**Run 1: clock network drawn from the DEF**

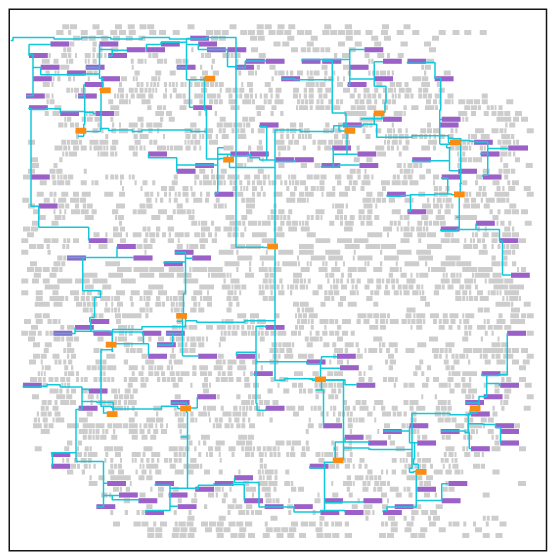
**Run 1: cells colored by class**

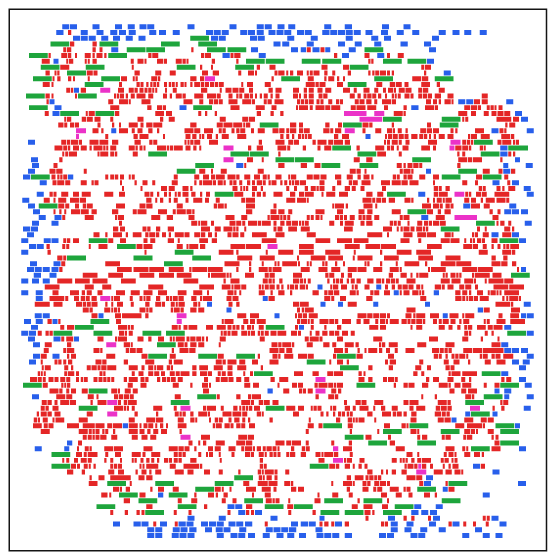
**Run 1: register map, names as in the netlist**

The bar under the picture is 100 µm long. Other sequential cells in the stronger gray, the rest of the logic in the fainter gray.
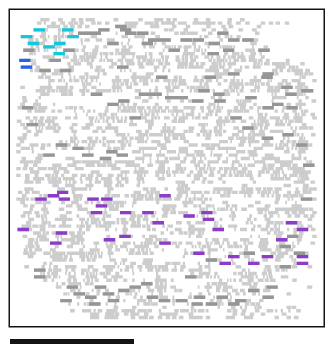
<file path="src/rtl/maxnet_iterator.sv">
// Four-lane MAXNET winner-take-all iterator: lanes inhibit one another until a single
// nonzero activation remains, all die out, or the step cap is reached.
module maxnet_iterator #(
  parameter int unsigned EPS_SHIFT = 3,
  parameter int unsigned MAX_ITER  = 255
) (
  input  logic        clk,
  input  logic        rst_n,
  input  logic        start,
  input  logic [31:0] in1,
  input  logic [31:0] in2,
  input  logic [31:0] in3,
  input  logic [31:0] in4,
  input  logic        term_done,
  output logic [31:0] x1,
  output logic [31:0] x2,
  output logic [31:0] x3,
  output logic [31:0] x4,
  output logic        o1,
  output logic        o2,
  output logic        o3,
  output logic        o4,
  output logic        busy,
  output logic        result_valid,
  output logic        fail,
  output logic [7:0]  iter_count
);

  localparam int unsigned XW = 32;
  localparam int unsigned SW = 34;
  localparam int unsigned CW = 8;
  localparam int unsigned NL = 4;

  typedef enum logic [1:0] {
    IDLE = 2'd0,
    RUN  = 2'd1,
    DONE = 2'd2
  } state_t;

  state_t             state_q, state_d;
  logic [XW-1:0]      x_q    [NL];
  logic [XW-1:0]      x_d    [NL];
  logic [XW-1:0]      load_x [NL];
  logic [XW-1:0]      step_x [NL];
  logic [XW-1:0]      in_vec [NL];
  logic [CW-1:0]      iter_q, iter_d;
  logic               fail_q, fail_d;
  logic               busy_q, rv_q;
  logic [NL-1:0]      nz_c;
  logic signed [SW-1:0] sum_c;

  assign in_vec = '{in1, in2, in3, in4};

  // Total activation, wide enough that four 31-bit magnitudes cannot overflow.
  assign sum_c = SW'($signed(x_q[0])) + SW'($signed(x_q[1]))
               + SW'($signed(x_q[2])) + SW'($signed(x_q[3]));

  // Per-lane inhibition from the other three lanes, clamped at zero.
  for (genvar i = 0; i < NL; i++) begin : g_lane
    logic signed [SW-1:0] xe;
    logic signed [SW-1:0] red;
    logic signed [SW-1:0] cand;

    assign xe        = SW'($signed(x_q[i]));
    assign red       = (sum_c - xe) >>> EPS_SHIFT;
    assign cand      = xe - red;
    assign step_x[i] = cand[SW-1] ? '0 : XW'(cand);
    assign load_x[i] = in_vec[i][XW-1] ? '0 : in_vec[i];
    assign nz_c[i]   = |x_q[i];
  end

  // Next-state and register updates.
  always_comb begin
    state_d = state_q;
    x_d     = x_q;
    iter_d  = iter_q;
    fail_d  = fail_q;
    case (state_q)
      IDLE: begin
        if (start) begin
          x_d     = load_x;
          iter_d  = '0;
          fail_d  = 1'b0;
          state_d = RUN;
        end
      end
      RUN: begin
        if (term_done) begin
          fail_d  = 1'b0;
          state_d = DONE;
        end else if (nz_c == '0) begin
          fail_d  = 1'b1;
          state_d = DONE;
        end else if (iter_q == CW'(MAX_ITER)) begin
          fail_d  = 1'b1;
          state_d = DONE;
        end else begin
          x_d    = step_x;
          iter_d = iter_q + 8'd1;
        end
      end
      DONE: state_d = IDLE;
      default: state_d = IDLE;
    endcase
  end

  always_ff @(posedge clk or negedge rst_n) begin
    if (!rst_n) begin
      state_q <= IDLE;
      for (int i = 0; i < NL; i++) x_q[i] <= '0;
      iter_q  <= '0;
      fail_q  <= 1'b0;
      busy_q  <= 1'b0;
      rv_q    <= 1'b0;
    end else begin
      state_q <= state_d;
      x_q     <= x_d;
      iter_q  <= iter_d;
      fail_q  <= fail_d;
      busy_q  <= (state_d == RUN);
      rv_q    <= (state_d == DONE);
    end
  end

  assign x1           = x_q[0];
  assign x2           = x_q[1];
  assign x3           = x_q[2];
  assign x4           = x_q[3];
  assign o1           = nz_c[0];
  assign o2           = nz_c[1];
  assign o3           = nz_c[2];
  assign o4           = nz_c[3];
  assign busy         = busy_q;
  assign result_valid = rv_q;
  assign fail         = fail_q;
  assign iter_count   = iter_q;

endmodule
</file>
<file path="config.mk">
export PLATFORM = sky130hd
export DESIGN_NAME = maxnet_iterator
export DESIGN_NICKNAME = d
export VERILOG_FILES = /design/src/rtl/maxnet_iterator.sv
export SDC_FILE = /design/constraint.sdc
export NUM_CORES = 1
export LEC_CHECK = 0
export CAP_MARGIN = 10
export CORE_AREA = 5 5 247 249
export CTS_BUF_LIST = sky130_fd_sc_hd__clkbuf_2 sky130_fd_sc_hd__clkbuf_4 sky130_fd_sc_hd__clkbuf_8
export CTS_CLUSTER_DIAMETER = 40
export CTS_CLUSTER_SIZE = 25
export DETAILED_ROUTE_END_ITERATION = 7
export DIE_AREA = 0 0 252 254
export PLACE_DENSITY_LB_ADDON = 0.08
export SYNTH_ARGS = -nofsm -noshare
export SYNTH_HDL_FRONTEND = slang
export SYNTH_SLANG_ARGS = --single-unit
</file>
<file path="constraint.sdc">
create_clock -name clk -period 9.7 [get_ports clk]
set_input_delay 1.94 -clock clk [delete_from_list [all_inputs] [get_ports clk]]
set_output_delay 1.94 -clock clk [all_outputs]
set_load 0.02 [all_outputs]
</file>
==> results.ini, run 1 <==
[status]
status=complete, no violations

[final_timing]
slew_violations=0
tightest_slew_ns=1.24
rsz0062_at_grt=false
setup-tns-final_ns=0
min_period_ns=9.20
skew_ns=0.0198
relSlewSlack_pct=16.6

[synth]
ys_async_sr_fraction_pct=100
synth_area_um2=20300
yosys.stat.seqShare_pct=17.4
synth.avg_cell_area_um2=8.26

[clocking]
postCtsHoldBufs=0
clk_path_buf_depth=2
postCtsResizedCells=1
post_cts_buffers=0
clk_pin_slew_ns=0.09

[die]
die_w_um=252
die_h_um=254
row_count=89

[route]
drc=0
via_per_inst=5.55
routed-via-count=19492
drt-pass1-iter-count=5

[critical_path]
worst_setup_path_end_kind=flip-flop
crit_top_cell=a21oi_1
critPathCapture=x1[9]

[global_route]
grt_pass1_vias=19210

[layout]
drive_above_1_share_pct=5.11

[run]
drv_cap=0

[placement]
port_buffers=274

[min_path]
hold_path.class=flip-flop to flip-flop

-- 'clock network drawn from the DEF' (at the start) --
Orange marks clock drivers, count 17. Purple marks flip-flops, count 141. Cyan marks clock wires, length 3190 µm.
Position of the flops: all over the die.

-- 'cells colored by class' (at the start) --
Blue marks remaining buffers and delay cells, cells 318. Green marks sequential cells, cells 141. Magenta marks clock drivers and dummy loads, cells 30. Red marks combinational and other logic, cells 2251.

-- 'register map, names as in the netlist' (at the start) --
Cyan marks iter_count, sequential cells 8, where top left. Blue marks state_q, sequential cells 2. Purple marks x4, sequential cells 32.

==> run 1: flip-flops by register name (all words and copies together) (netlist names) <==
signal and flops:
state_q 2, busy 1, fail 1, result_valid 1
x2 32, x4 32, iter_count 8, x3 32
x1 32
==> run 1: layout make-up <==
type	count	area [µm²]	share of cell area, %
Tap cell	773	967	3.93
Timing Repair Buffer	318	3070	12.5
Inverter	220	831	3.38
Multi-Input combinational cell	2031	15800	64.1
Clock buffer	24	318	1.29
Sequential cell	141	3530	14.4
Clock inverter	6	108	0.438
==> run 1: per-layer routing <==
layer / GRT usage (%) / up-vias / share of wire, % / routed length (µm)
met5: 0 / - / 0.016 / 13
met4: 7.23 / 2 / 2.9 / 2270
met3: 3.15 / 104 / 3.7 / 2970
met2: 43.1 / 443 / 50 / 40100
met1: 29.6 / 9402 / 43 / 34200
li1: - / 9541 / - / -
==> run 1: cells by family after synthesis <==
kind of cell             synth area share (%)
XOR/XNOR                                 10.5
multiplexers                            0.358
AND-OR/OR-AND                            24.6
buffers and inverters                    5.29
flip-flops                               17.4
AND/OR/NAND/NOR                          17.5
adder cells (fa/ha/maj)                  24.3
==> run 1: stage by stage <==
stage / area, µm² / util (%) / setup WS, ns / hold slack [ns]
final: 24600 / 42.1 / 0.505 / 0.564
after global routing: 24600 / 42.1 / 0.0110 / 0.600
after CTS: 24500 / 41.9 / 0.0311 / 0.567
after detailed placement: 24100 / 41.2 / 0.0367 / 0.553
after global placement: 24100 / 41.2 / 0.256 / 0.550
after floorplan: 20300 / - / 0.986 / 0.610
==> run 1: worst min-delay path by stage <==
stage                     cells past startpoint  startpoint  slack (ns)   end
after floorplan                               2        fail        0.61  fail
after global placement                        2        fail        0.55  fail
after detailed placement                      2        fail        0.55  fail
after CTS                                     2        fail        0.57  fail
after global routing                          2        fail        0.60  fail
final                                         2        fail        0.56  fail
==> run 1: Yosys cell counts, drive strengths merged, types with 16 or more instances <==
cell,number,area (µm²)
ha,283,3540
inv,220,826
a21oi,213,1070
nor2,153,582
dfrtp,141,3530
xor2,126,1110
nand3,123,621
nand2,115,432
xnor2,115,1010
a21o,97,728
o21ai,97,489
o221ai,74,648
fa,69,1380
clkbuf,52,196
nor2b,50,313
nor4,42,263
o21a,40,300
and3,37,231
nand2b,37,239
nor3,37,190
a221oi,31,272
nand4,30,188
o21bai,25,188
a31oi,24,150
or2,23,144
or3,18,113
and2,16,100
o211ai,16,125
==> run 1: worst max-delay path, delay by kind of cell, from the launching register on <==
kind / cells / cell delay, ns
AND-OR/OR-AND: 23 / 4.15
XOR/XNOR: 1 / 0.17
adder cells (fa/ha/maj): 5 / 1.89
buffers and inverters: 2 / 0.20
flip-flops: 1 / 0.43
AND/OR/NAND/NOR: 9 / 2.18
**Run 1: sizing map**

The bar under the picture is 100 µm long.
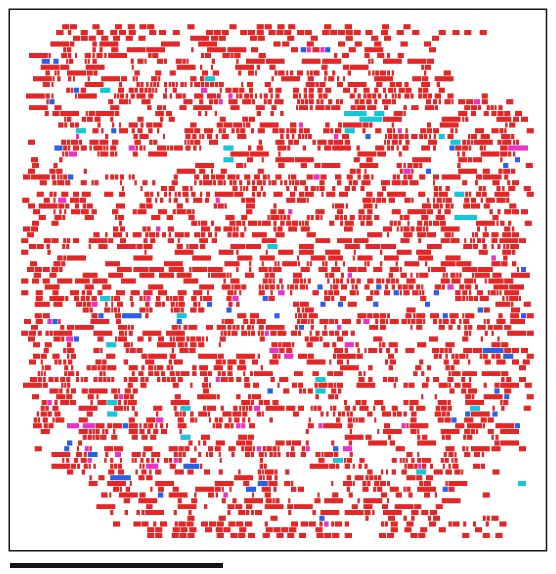

==> inputs of run 2 (changes only) <==
- clock period: 9.7 -> 11.3 ns (I/O delays scaled with it)
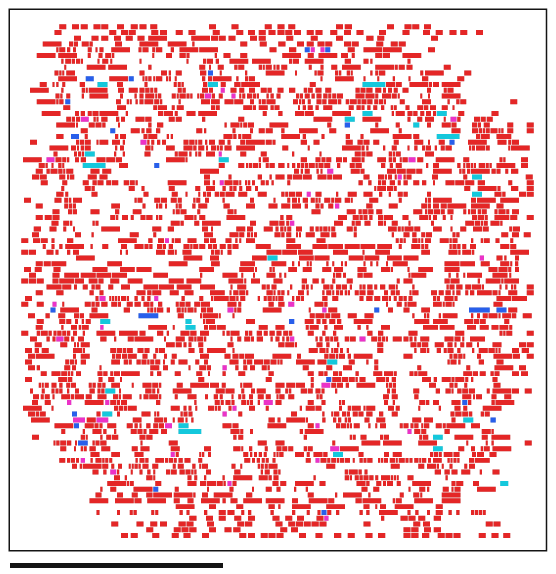
**Above:** run 2 (sizing map).
The bar under the picture is 100 µm long.
Cyan marks _6 and larger, cells 27. Red marks _0 and _1 cells, cells 2610. Blue marks _3 and _4 cells, cells 25. Magenta marks _2 cells, cells 48.

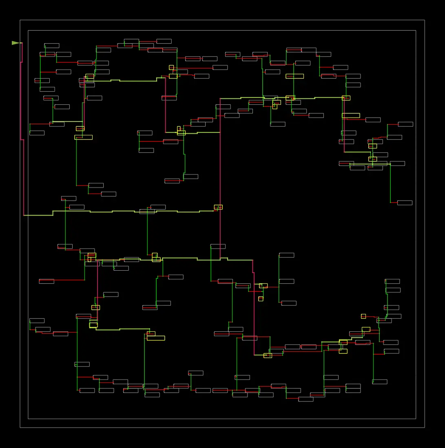
**Above:** run 2 (the clock network).
clk_lat worst skew: 0.56 ns
Setup Skew: 0.0176 ns
flop count: 141

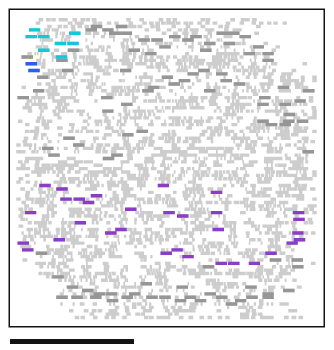
**Above:** run 2 (register map, names as in the netlist).
The bar under the picture is 100 µm long. Other sequential cells in the stronger gray, the rest of the logic in the fainter gray.
Purple marks x4, sequential cells 32. Blue marks state_q, sequential cells 2. Cyan marks iter_count, sequential cells 8, where top left.
Another 99 sequential cells are not colored.

==> run 2 against run 1 <==
Compared with the run above:
- count of clock-buffer cells in the layout shrank 3
- register-to-register slack better by 0.86 ns
- non-clock buffer count shrank 29
- maximum frequency decreased by 7.4%
- via count down 0.52%
- critical path type unchanged
==> results.ini, run 2 <==
[status]
status=complete, no violations

[clocking]
postCtsResizedCells=0  ; -1
postCtsHoldBufs=0  ; unchanged
clk_path_buf_depth=2  ; unchanged
htreeDepth=4
clk_pin_slew_ns=0.10  ; about the same
post_cts_buffers=0  ; unchanged

[layout]
mostFrequentLayoutCell=ha_1
fin_util_pct=41.6  ; -0.49 points
syn_to_final_growth_pct=20.0
drive_above_1_share_pct=3.69  ; -1.4 points
nFillCells=5945
fin_nets=3182

[global_route]
grt_pass1_vias=19257  ; +0.24%
globalRouteOverflowTotal=0

[final_timing]
finalCritPeriodShare_pct=87.9
rsz0062_at_grt=false
relSlewSlack_pct=19.0  ; +2.4 points
tightest_slew_ns=1.21  ; -0.0248 ns
setup-tns-final_ns=0  ; unchanged
slew_violations=0  ; unchanged
min_period_ns=9.93  ; +0.738 ns

[route]
drc=0  ; unchanged
via_per_inst=5.57  ; +0.30%
routed-via-count=19390  ; -0.52%
drt-pass1-iter-count=5  ; unchanged

[run]
warning_count=27
drv_cap=0  ; unchanged

[synth]
ys_cells=2451
ys_top_cells_by_area=ha_1, dfrtp_1, fa_1
synth.avg_cell_area_um2=8.26  ; unchanged
synth_chip_area_um2=20300
synth_area_um2=20300  ; unchanged
ys_async_sr_fraction_pct=100  ; unchanged
top_area_cell=ha_1
synth_top_area_share_pct=17.5  ; unchanged
yosys.stat.seqShare_pct=17.4  ; unchanged
top_cells_by_count=ha_1, inv_1, a21oi_1
yosysMostFrequentCell=ha_1

[die]
fp_util_pct=34.6
row_count=89  ; unchanged
die_w_um=252  ; unchanged
die_h_um=254  ; unchanged

[critical_path]
crit_top_cell=a21oi_1
cpPeakStageDelay_ns=0.66
worst_setup_path_end_kind=flip-flop

[placement]
port_buffers=274  ; unchanged
routabilityCongestion=0.949

[min_path]
hold_path.class=flip-flop to flip-flop
hold_path_startpoint=fail

[run 2: final timing paths]
path | cells past startpoint | to
worst min-delay path | 2 | fail
worst max register to register | 41 | x1[12]
worst min register to register | 2 | fail
worst max-delay path | 41 | x1[12]
min in group asynchronous | 1 | x1[2]
max in group asynchronous | 2 | iter_count[0]
[run 2: layout make-up]
class | count | area [µm²] | area share, %
repair buffers | 289 | 2860 | 11.8
clock buffers | 21 | 283 | 1.16
multi-input cells | 2029 | 15700 | 64.5
well taps | 773 | 967 | 3.98
inverters | 220 | 831 | 3.42
diodes | 1 | 2.50 | 0.0103
flip-flops and latches | 141 | 3530 | 14.5
clock inverters | 10 | 161 | 0.664
[run 2: through the flow]
stage	area, µm²	setup WS [ns]	hold slack, ns
3_3_place_gp	23900	1.64	0.546
3_5_place_dp	23900	1.42	0.559
6_report	24300	1.37	0.561
4_1_cts	24300	1.36	0.574
5_1_grt	24300	0.291	0.591
2_1_floorplan	20300	2.59	0.610
[run 2: logic make-up (layout without fill, tap and decap cells)]
kind of cell	count (synthesis)	after routing	synth area share (%)
AND-OR/OR-AND	732	732	24.6
AND/OR/NAND/NOR	697	697	17.5
adder cells (fa/ha/maj)	352	352	24.3
buffers and inverters	281	540	5.29
XOR/XNOR	241	241	10.5
flip-flops	141	141	17.4
multiplexers	7	7	0.358
other	0	1	0
[run 2: layer usage]
metal	track usage [%]	routed length, µm	part of all wire [%]	up-vias
li1	-	-	-	9510
met1	28.6	32400	42	9278
met2	41.2	38200	49	486
met3	4.93	3840	5.0	116
met4	9.15	3110	4.0	0
met5	0	0	0	-
[run 2: critical path: cells and delay by family, from the launching register on]
kind                     cells  cell delay (ns)
buffers and inverters        2             0.22
AND/OR/NAND/NOR             10             2.13
AND-OR/OR-AND               23             4.77
flip-flops                   1             0.47
XOR/XNOR                     1             0.25
adder cells (fa/ha/maj)      5             2.00
**Run 2: cells colored by class**

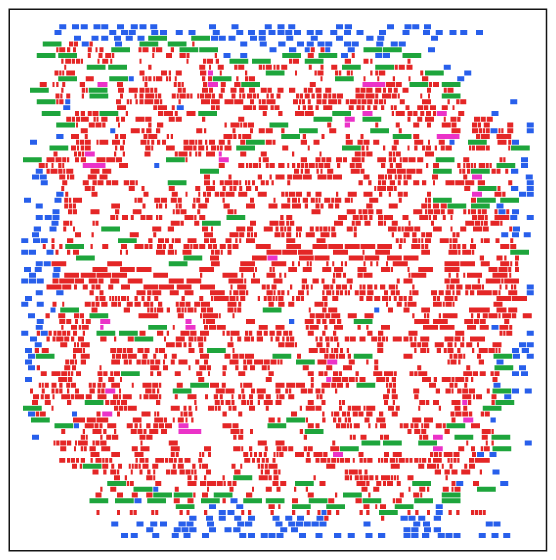

==> inputs of run 3 (changes only) <==
- PLACE_DENSITY_LB_ADDON: 0.08 -> default
- SLEW_MARGIN: default -> 20
- TNS_END_PERCENT: default -> 20
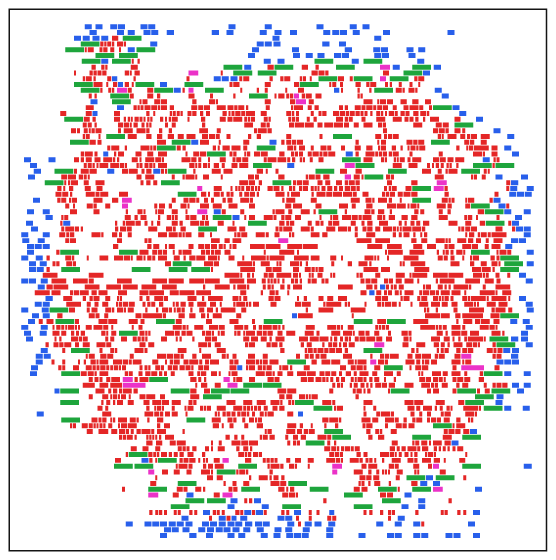
**Above:** run 3 (cells colored by class).
Blue marks remaining buffers and delay cells, cells 287. Magenta marks clock drivers and dummy loads, cells 32. Green marks sequential cells, cells 141. Red marks combinational and other logic, cells 2249.

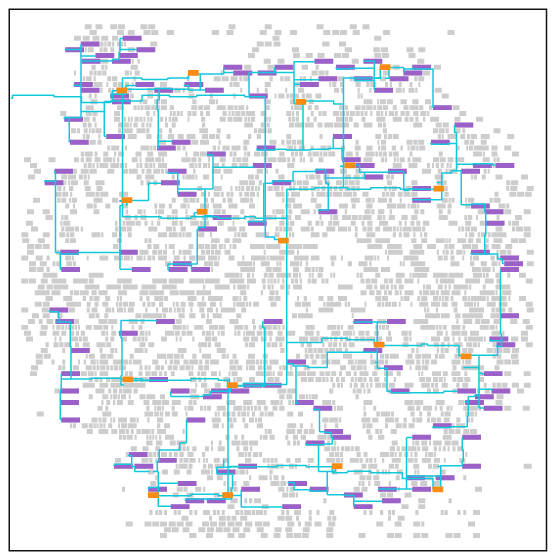
**Above:** run 3 (clock network drawn from the DEF).
Purple marks flip-flops, count 141. Cyan marks clock wires, length 3150 µm. Orange marks clock drivers, count 17.
Position of the flops: all over the die. There are 18 routed clock nets.

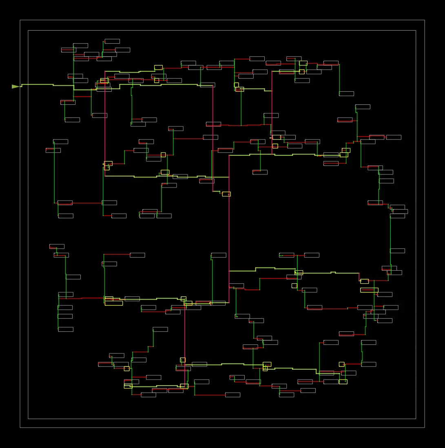
**Above:** run 3 (the clock network).
Setup Skew: 0.0173 ns
Sink Count: 141

==> run 3 against run 2 <==
Compared with the run above:
- sequential share of layout area hardly changed
- non-clock buffer count is 2 lower
- register-to-register slack worse by 0.05 ns
- cell count hardly changed
- sequential cell count stayed put
- via count is 1.7% higher
- utilization is 0.090 points lower
- highest routed layer unchanged
==> results.ini, run 3 <==
[critical_path]
cp_num_cells=41  ; unchanged
cpPeakStageDelay_ns=0.66  ; about the same
ff2ff_path_depth=41  ; unchanged
critPathTopFamily=AND-OR/OR-AND gates

[layout]
syn_to_final_growth_pct=19.7
mostFrequentLayoutCell=ha_1
drive_above_1_share_pct=3.69  ; about the same
diodes=0  ; -1
fin_nets=3180  ; -0.063%
stdcell_area_um2=24300  ; -0.22%
nFillCells=5985  ; +0.67%

[clocking]
postCtsHoldBufs=0  ; unchanged
htreeDepth=4  ; unchanged
clk_path_buf_depth=2  ; unchanged
insertion_delay_ns=0.60  ; +0.04 ns

[synth]
ys_async_sr_fraction_pct=100  ; unchanged
ys_top_cells_by_area=ha_1, dfrtp_1, fa_1
top_cells_by_count=ha_1, inv_1, a21oi_1
synth.avg_cell_area_um2=8.26  ; unchanged
synth_top_area_share_pct=17.5  ; unchanged
top_area_cell=ha_1
yosysMostFrequentCell=ha_1
ys_cells=2451  ; unchanged

[placement]
place_area_um2=23800  ; about the same
port_buffers=274  ; unchanged
routabilityCongestion=0.947  ; -0.26%

[final_timing]
rsz0062_at_grt=false
whs_ns=0.536  ; -0.0259 ns
setup-tns-final_ns=0  ; unchanged
min_period_ns=9.98  ; +0.0457 ns
tightest_slew_ns=1.16  ; -0.0593 ns
finalCritPeriodShare_pct=88.3  ; +0.40 points
fin_ws_ns=1.32  ; -0.0457 ns

[die]
die_w_um=252  ; unchanged
row_count=89  ; unchanged
fp_util_pct=34.6  ; unchanged

[global_route]
globalRouteOverflowTotal=0  ; unchanged
grt_pass1_vias=19572  ; +1.6%

[min_path]
whs_path_depth=2  ; unchanged
hold_path.class=flip-flop to flip-flop

[route]
drt-pass1-iter-count=5  ; unchanged
routed-via-count=19723  ; +1.7%

[status]
status=complete, no violations

## run 3: worst min-delay path, cell delays in order (launching register included)
cell and delay [ns]:
dfrtp_1 0.39, nand2_1 0.06, mux2i_1 0.06
## run 3: final cells by class
cell class                      count  area, µm²  share of cell area (%)
Clock buffer                       18        248                    1.02
Multi-Input combinational cell   2029      15700                    64.6
Tap cell                          773        967                    3.99
Timing Repair Buffer              287       2840                    11.7
Sequential cell                   141       3530                    14.5
Clock inverter                     14        160                   0.660
Inverter                          220        831                    3.43
## run 3: cells by family after synthesis
kind of cell    Yosys count  synth area share, %
simple gates            697                 17.5
xor+xnor                241                 10.5
buf+inv                 281                 5.29
fa+ha+maj               352                 24.3
compound gates          732                 24.6
mux                       7                0.358
flops                   141                 17.4
## run 3: worst paths after layout
path / slack (ns) / end
max: 1.32 / x1[12]
min: 0.54 / fail
max reg2reg: 1.32 / x1[12]
min reg2reg: 0.54 / fail
max in group asynchronous: 8.11 / iter_count[1]
min in group asynchronous: 1.76 / x4[6]
## run 3: routing by layer
layer	track usage (%)	routed length [µm]
met1	28.7	31700
met2	41.6	38200
met3	4.49	4450
met4	7.15	2330
met5	0	0
